### config.mk
export PLATFORM = sky130hd
export DESIGN_NAME = uart_word_rx_flat
export DESIGN_NICKNAME = d
export VERILOG_FILES = /design/src/rtl/rk4_uart_pkg.sv /design/src/rtl/uart_word_rx_if.sv /design/src/rtl/uart_rx_byte.sv /design/src/rtl/uart_word_rx.sv /design/src/flat_wrapper.sv
export SDC_FILE = /design/constraint.sdc
export NUM_CORES = 1
export LEC_CHECK = 0
export CORE_ASPECT_RATIO = 0.5
export CORE_MARGIN = 3
export CORE_UTILIZATION = 35
export DETAILED_ROUTE_END_ITERATION = 6
export SKIP_CTS_REPAIR_TIMING = 1
export SLEW_MARGIN = 0
export SYNTH_ARGS = -nofsm -noshare
export SYNTH_HDL_FRONTEND = slang
export SYNTH_SLANG_ARGS = --single-unit
export TNS_END_PERCENT = 20
### constraint.sdc
create_clock -name clk -period 5.3 [get_ports clk]
set_input_delay 0.53 -clock clk [delete_from_list [all_inputs] [get_ports clk]]
set_output_delay 0.53 -clock clk [all_outputs]
set_load 0.01 [all_outputs]
### src/rtl/rk4_uart_pkg.sv
// Shared types for the RK4 projectile UART link: Q16.16 word type, receiver
// FSM states, and the end-of-stream marker shared with the transmit side.
package rk4_uart_pkg;

  typedef logic signed [31:0] q16_16_t;

  typedef enum logic [1:0] {
    IDLE,
    START,
    DATA,
    STOP
  } rx_state_e;

  localparam q16_16_t EOS_MARKER = 32'hDEADBEEF;

endpackage

### src/rtl/uart_word_rx_if.sv
// Word delivery handshake between the UART receiver and the RK4 control FSM.
interface uart_word_rx_if;
  import rk4_uart_pkg::*;

  q16_16_t word_data;
  logic    word_valid;
  logic    word_ready;

  modport master (output word_data, output word_valid, input word_ready);
  modport slave  (input word_data, input word_valid, output word_ready);

endinterface

### src/rtl/uart_rx_byte.sv
// 8N1 byte receiver: 2-FF line synchronizer, mid-bit sampling, byte FSM.
// byte_valid / frame_err are single-cycle strobes in the stop-sample cycle.
module uart_rx_byte
  import rk4_uart_pkg::*;
#(
  parameter int BAUD_DIV = 10
) (
  input  logic       clk,
  input  logic       rst,
  input  logic       rx,
  output logic [7:0] data,
  output logic       byte_valid,
  output logic       frame_err,
  output logic       idle
);

  localparam int CW = $clog2(BAUD_DIV);
  localparam logic [CW-1:0] HALF_LAST = CW'(BAUD_DIV / 2 - 1);
  localparam logic [CW-1:0] BIT_LAST  = CW'(BAUD_DIV - 1);

  logic [1:0]    sync_q;
  logic          rx_prev_q;
  logic          rx_s;
  logic          fall;
  rx_state_e     state_q, state_d;
  logic [CW-1:0] cnt_q, cnt_d;
  logic [2:0]    bit_q, bit_d;
  logic [7:0]    sh_q, sh_d;

  assign rx_s = sync_q[1];
  assign fall = rx_prev_q && !rx_s;

  // Sync flops preset high so reset never looks like a start bit.
  always_ff @(posedge clk or posedge rst) begin
    if (rst) begin
      sync_q    <= 2'b11;
      rx_prev_q <= 1'b1;
      state_q   <= IDLE;
      cnt_q     <= '0;
      bit_q     <= '0;
      sh_q      <= '0;
    end else begin
      // NOTE: state registers use non-blocking assignments so every flop samples pre-edge values.
      sync_q    <= {sync_q[0], rx};
      rx_prev_q <= rx_s;
      state_q   <= state_d;
      cnt_q     <= cnt_d;
      bit_q     <= bit_d;
      sh_q      <= sh_d;
    end
  end

  always_comb begin
    // NOTE: every output of this block gets a default first, so no path infers a latch.
    state_d    = state_q;
    cnt_d      = cnt_q + 1'b1;
    bit_d      = bit_q;
    sh_d       = sh_q;
    byte_valid = 1'b0;
    frame_err  = 1'b0;
    unique case (state_q)
      IDLE: begin
        cnt_d = '0;
        if (fall) state_d = START;
      end
      START: begin
        if (cnt_q == HALF_LAST) begin
          cnt_d   = '0;
          bit_d   = '0;
          state_d = rx_s ? IDLE : DATA;
        end
      end
      DATA: begin
        if (cnt_q == BIT_LAST) begin
          cnt_d = '0;
          sh_d  = {rx_s, sh_q[7:1]};
          bit_d = bit_q + 3'd1;
          if (bit_q == 3'd7) state_d = STOP;
        end
      end
      STOP: begin
        if (cnt_q == BIT_LAST) begin
          cnt_d      = '0;
          state_d    = IDLE;
          byte_valid = rx_s;
          frame_err  = !rx_s;
        end
      end
      default: state_d = IDLE;
    endcase
  end

  assign data = sh_q;
  assign idle = (state_q == IDLE);

endmodule

### src/rtl/uart_word_rx.sv
// UART 8N1 word receiver: assembles 4 bytes little-endian into a Q16.16 word
// with valid/ready delivery. Optional inter-byte timeout: UART_RX_TIMEOUT_EN.
module uart_word_rx
  import rk4_uart_pkg::*;
#(
  parameter int CLK_FREQ     = 50_000_000,
  parameter int BAUD_RATE    = 115200,
  parameter int TIMEOUT_BITS = 32
) (
  input  logic clk,
  input  logic rst,
  input  logic uart_rx,
  uart_word_rx_if.master word_if,
  output logic frame_err,
  output logic overrun,
  output logic rx_timeout,
  output logic busy
);

  localparam int BAUD_DIV = CLK_FREQ / BAUD_RATE;

  if (BAUD_DIV < 4 || TIMEOUT_BITS < 1) begin : g_cfg_check
    $error("uart_word_rx: BAUD_DIV must be >= 4 and TIMEOUT_BITS >= 1");
  end

  logic [7:0]  b_data;
  logic        b_valid;
  logic        b_ferr;
  logic        b_idle;
  logic [1:0]  idx_q;
  logic [23:0] lanes_q;
  logic        complete;
  logic        fire;
  logic        to_hit;

  uart_rx_byte #(.BAUD_DIV(BAUD_DIV)) u_byte (
    .clk        (clk),
    .rst        (rst),
    .rx         (uart_rx),
    .data       (b_data),
    .byte_valid (b_valid),
    .frame_err  (b_ferr),
    .idle       (b_idle)
  );

  assign complete = b_valid && (idx_q == 2'd3);
  assign fire     = word_if.word_valid && word_if.word_ready;
  assign busy     = !b_idle || (idx_q != 2'd0);

  // NOTE: lane storage is data-only and always overwritten before use, so it carries no reset.
  always_ff @(posedge clk) begin
    if (b_valid) begin
      unique case (idx_q)
        2'd0:    lanes_q[7:0]   <= b_data;
        2'd1:    lanes_q[15:8]  <= b_data;
        2'd2:    lanes_q[23:16] <= b_data;
        default: ;
      endcase
    end
  end

  always_ff @(posedge clk or posedge rst) begin
    if (rst) begin
      idx_q              <= 2'd0;
      word_if.word_data  <= '0;
      word_if.word_valid <= 1'b0;
      frame_err          <= 1'b0;
      overrun            <= 1'b0;
    end else begin
      frame_err <= b_ferr;
      overrun   <= 1'b0;
      if (b_ferr || to_hit) idx_q <= 2'd0;
      else if (b_valid)     idx_q <= idx_q + 2'd1;
      // A completed word may replace the held one only if it leaves this edge.
      if (complete) begin
        if (!word_if.word_valid || word_if.word_ready) begin
          word_if.word_data  <= {b_data, lanes_q};
          word_if.word_valid <= 1'b1;
        end else begin
          overrun <= 1'b1;
        end
      end else if (fire) begin
        word_if.word_valid <= 1'b0;
      end
    end
  end

`ifdef UART_RX_TIMEOUT_EN
  localparam int TO_CLKS = TIMEOUT_BITS * BAUD_DIV;
  localparam int TW      = $clog2(TO_CLKS);

  logic [TW-1:0] to_cnt_q;
  logic          to_run;

  // Leaving IDLE (a start bit) also clears the counter.
  assign to_run = b_idle && (idx_q != 2'd0);
  assign to_hit = to_run && (to_cnt_q == TW'(TO_CLKS - 1));

  always_ff @(posedge clk or posedge rst) begin
    if (rst) begin
      to_cnt_q   <= '0;
      rx_timeout <= 1'b0;
    end else begin
      rx_timeout <= to_hit;
      if (!to_run || to_hit) to_cnt_q <= '0;
      else                   to_cnt_q <= to_cnt_q + 1'b1;
    end
  end
`else
  assign to_hit     = 1'b0;
  assign rx_timeout = 1'b0;
`endif

endmodule

### src/flat_wrapper.sv
// flat-port wrapper written by rule: the top's interface ports become plain ports
module uart_word_rx_flat import rk4_uart_pkg::*;
#(
  parameter int CLK_FREQ     = 50_000_000,
  parameter int BAUD_RATE    = 115200,
  parameter int TIMEOUT_BITS = 32
)
  (clk, rst, uart_rx, frame_err, overrun, rx_timeout, busy, word_if_word_data, word_if_word_valid, word_if_word_ready);
  uart_word_rx_if word_if_i ();
  input  logic clk;
  input  logic rst;
  input  logic uart_rx;
  output logic frame_err;
  output logic overrun;
  output logic rx_timeout;
  output logic busy;
  output wire logic [$bits(word_if_i.word_data)-1:0] word_if_word_data;
  output wire logic [$bits(word_if_i.word_valid)-1:0] word_if_word_valid;
  input wire logic [$bits(word_if_i.word_ready)-1:0] word_if_word_ready;
  assign word_if_word_data = word_if_i.word_data;
  assign word_if_word_valid = word_if_i.word_valid;
  assign word_if_i.word_ready = word_if_word_ready;
  uart_word_rx #(.CLK_FREQ(CLK_FREQ), .BAUD_RATE(BAUD_RATE), .TIMEOUT_BITS(TIMEOUT_BITS)) u_core (.clk(clk), .rst(rst), .uart_rx(uart_rx), .word_if(word_if_i), .frame_err(frame_err), .overrun(overrun), .rx_timeout(rx_timeout), .busy(busy));
endmodule
### Sequential cells colored by netlist name

Other sequential cells in the stronger gray, the rest of the logic in the fainter gray.
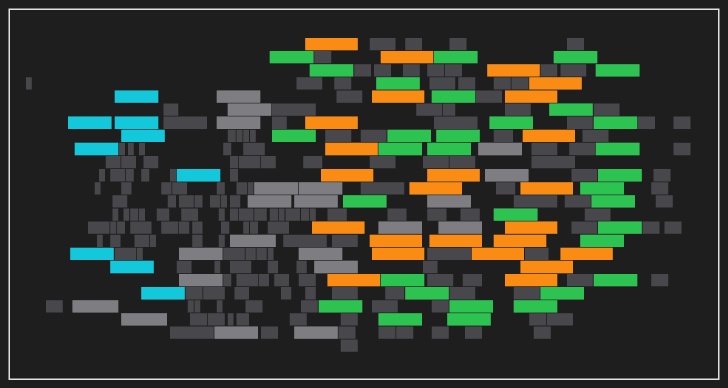
color	signal	placed flops
cyan	`u_core.u_byte.cnt_q`	9
orange	`u_core.lanes_q`	24
green	`u_core.word_if.word_data`	32

### Sizing map

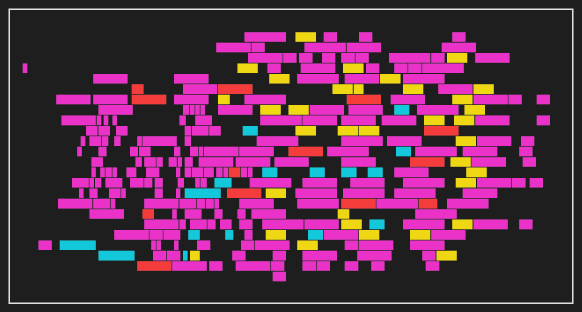
color	size	cells	share
yellow	_3 and _4 cells	34	12%
red	_6 and larger	13	4.8%
cyan	_2 cells	16	5.9%
magenta	_0 and _1 cells	210	77%

### Placed cells, one color a class

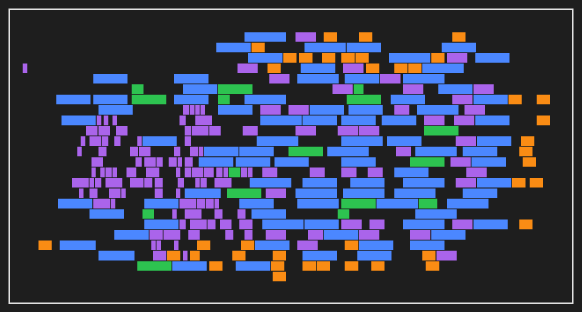
color	class	cells	share of their area
blue	sequential cells	86	55%
green	clock drivers and dummy loads	16	7.1%
orange	remaining buffers and delay cells	40	9.7%
purple	combinational and other logic	131	28%

per-stage QoR:
stage,std cells,total power [mW],util [%],hold slack (ps)
2_1_floorplan,223,0.799,-,345
3_3_place_gp,387,0.825,43.5,347
3_5_place_dp,387,0.829,43.5,349
4_1_cts,403,1.44,46.6,358
5_1_grt,403,1.48,46.6,363
6_report,403,1.41,46.6,357
cells in the final DEF (no fill, tap or decap), types with 2 or more instances in the layout:
cell type / Yosys / routed
sky130_fd_sc_hd__clkinv_4: 0 / 2
sky130_fd_sc_hd__mux2_2: 9 / 9
sky130_fd_sc_hd__ha_1: 9 / 9
sky130_fd_sc_hd__and3_1: 2 / 2
sky130_fd_sc_hd__and4b_1: 2 / 2
sky130_fd_sc_hd__nand3_1: 10 / 10
sky130_fd_sc_hd__clkdlybuf4s50_1: 0 / 39
sky130_fd_sc_hd__dfrtp_1: 59 / 59
sky130_fd_sc_hd__dfstp_2: 3 / 3
sky130_fd_sc_hd__nor3_1: 3 / 3
sky130_fd_sc_hd__mux2i_1: 2 / 2
sky130_fd_sc_hd__inv_6: 0 / 3
sky130_fd_sc_hd__nor2b_1: 3 / 3
sky130_fd_sc_hd__and2_1: 3 / 3
sky130_fd_sc_hd__nand2_1: 10 / 10
sky130_fd_sc_hd__nand2b_1: 4 / 4
sky130_fd_sc_hd__mux2_4: 30 / 30
sky130_fd_sc_hd__nor2_1: 13 / 13
sky130_fd_sc_hd__a31oi_1: 2 / 2
sky130_fd_sc_hd__inv_1: 6 / 5
sky130_fd_sc_hd__xnor2_1: 3 / 3
sky130_fd_sc_hd__edfxtp_1: 24 / 24
sky130_fd_sc_hd__a21oi_1: 3 / 3
sky130_fd_sc_hd__clkbuf_16: 0 / 9
sky130_fd_sc_hd__xor2_1: 5 / 5
worst min path at each step:
stage / slack (ps) / end / startpoint / depth (start not counted)
5_1_grt: 360 / u_core.u_byte.sync_q[1] / u_core.u_byte.sync_q[0] / 0
3_5_place_dp: 350 / u_core.u_byte.sync_q[1] / u_core.u_byte.sync_q[0] / 0
3_3_place_gp: 350 / u_core.u_byte.sync_q[1] / u_core.u_byte.sync_q[0] / 0
4_1_cts: 360 / u_core.u_byte.sync_q[1] / u_core.u_byte.sync_q[0] / 0
2_1_floorplan: 350 / u_core.u_byte.sync_q[1] / u_core.u_byte.sync_q[0] / 0
6_report: 360 / u_core.u_byte.sync_q[1] / u_core.u_byte.sync_q[0] / 0
worst reg2reg max path: cells and delay by family, from the launching register on:
family / cells / cell delay [ps]
AND/OR/NAND/NOR: 3 / 1300
flip-flops: 1 / 420
multiplexers: 1 / 550
sequential cells by signal, indices dropped and copies added, names as in the netlist, 2 cells and up, named ones only:
signal / cells
u_core.u_byte.bit_q: 3
u_core.word_if.word_data: 32
u_core.u_byte.cnt_q: 9
u_core.u_byte.data: 8
u_core.lanes_q: 24
u_core.u_byte.sync_q: 2
u_core.idx_q: 2
cell type report:
cell class | count | share of cell area, %
sequential | 86 | 53.3
inverter | 6 | 0.527
timing repair buffer | 40 | 9.31
clock inverter | 6 | 1.20
multi-input combinational | 125 | 26.3
tap | 130 | 3.81
clock buffer | 10 | 5.59
==> impl_metrics.env <==
# yosys + openroad results
export IMPL_outcome="finished, final reports clean"
export IMPL_mux_area_share_pct=16.5
export IMPL_pre_placement_core_utilization_pct=37.9
export IMPL_cp_start_kind="register"
export IMPL_timing_critical_path_cells="inv_1, ha_1, or3b_2, clkdlybuf4s50_1"
export IMPL_antenna_violations_before_repair=0
export IMPL_final_period_utilization_pct=46.8
export IMPL_post_dr_wirelength_cell_um=15.1
export IMPL_critical_path_endpoint_type="primary output"
export IMPL_top_signal_layer_used="met4"
export IMPL_groute_layer_met1_usage_pct=14.4
export IMPL_syn_area_mm2=0.00347
export IMPL_seqCellArea_mm2=0.00228
export IMPL_postSynthNetCount=236
export IMPL_ys_sh_simple_pct=8.83
export IMPL_chip_area_estimate_from_yosys_synthesis_mm2=0.00347
export IMPL_worstMarginPinSlew_ps=1040
export IMPL_boundaryPins=41
export IMPL_period_needed_ps=2480
export IMPL_pwr_group_clock_mw=0.597
export IMPL_vias_per_cell=4.54
export IMPL_syn_to_final_growth_pct=23.0
export IMPL_tritoncts="built"
export IMPL_power_switching_share_pct=23.9
export IMPL_clkSinkCount=86
export IMPL_fin_ws_ps=2820
export IMPL_wirelength_mm=6.07
export IMPL_cp_num_cells=4
export IMPL_synth_yosys_seq_area_share_pct=65.5
export IMPL_nets=281
export IMPL_cp_slowest_cell="sky130_fd_sc_hd__clkdlybuf4s50_1"
export IMPL_timing_critical_path_buf_inv=2
export IMPL_leakage_nw=1.90
export IMPL_critical_path_reg2reg_endpoint="u_core.word_if.word_data[29]"
export IMPL_power_net_switching_mw=0.338
export IMPL_h_tree_depth=3
export IMPL_synth_xor_area_share_pct=2.02
export IMPL_reg2regPathDepth=4
export IMPL_met3_routed_wirelength_um=257
Power figures rest on the tool's default switching activity, not on a simulated workload.
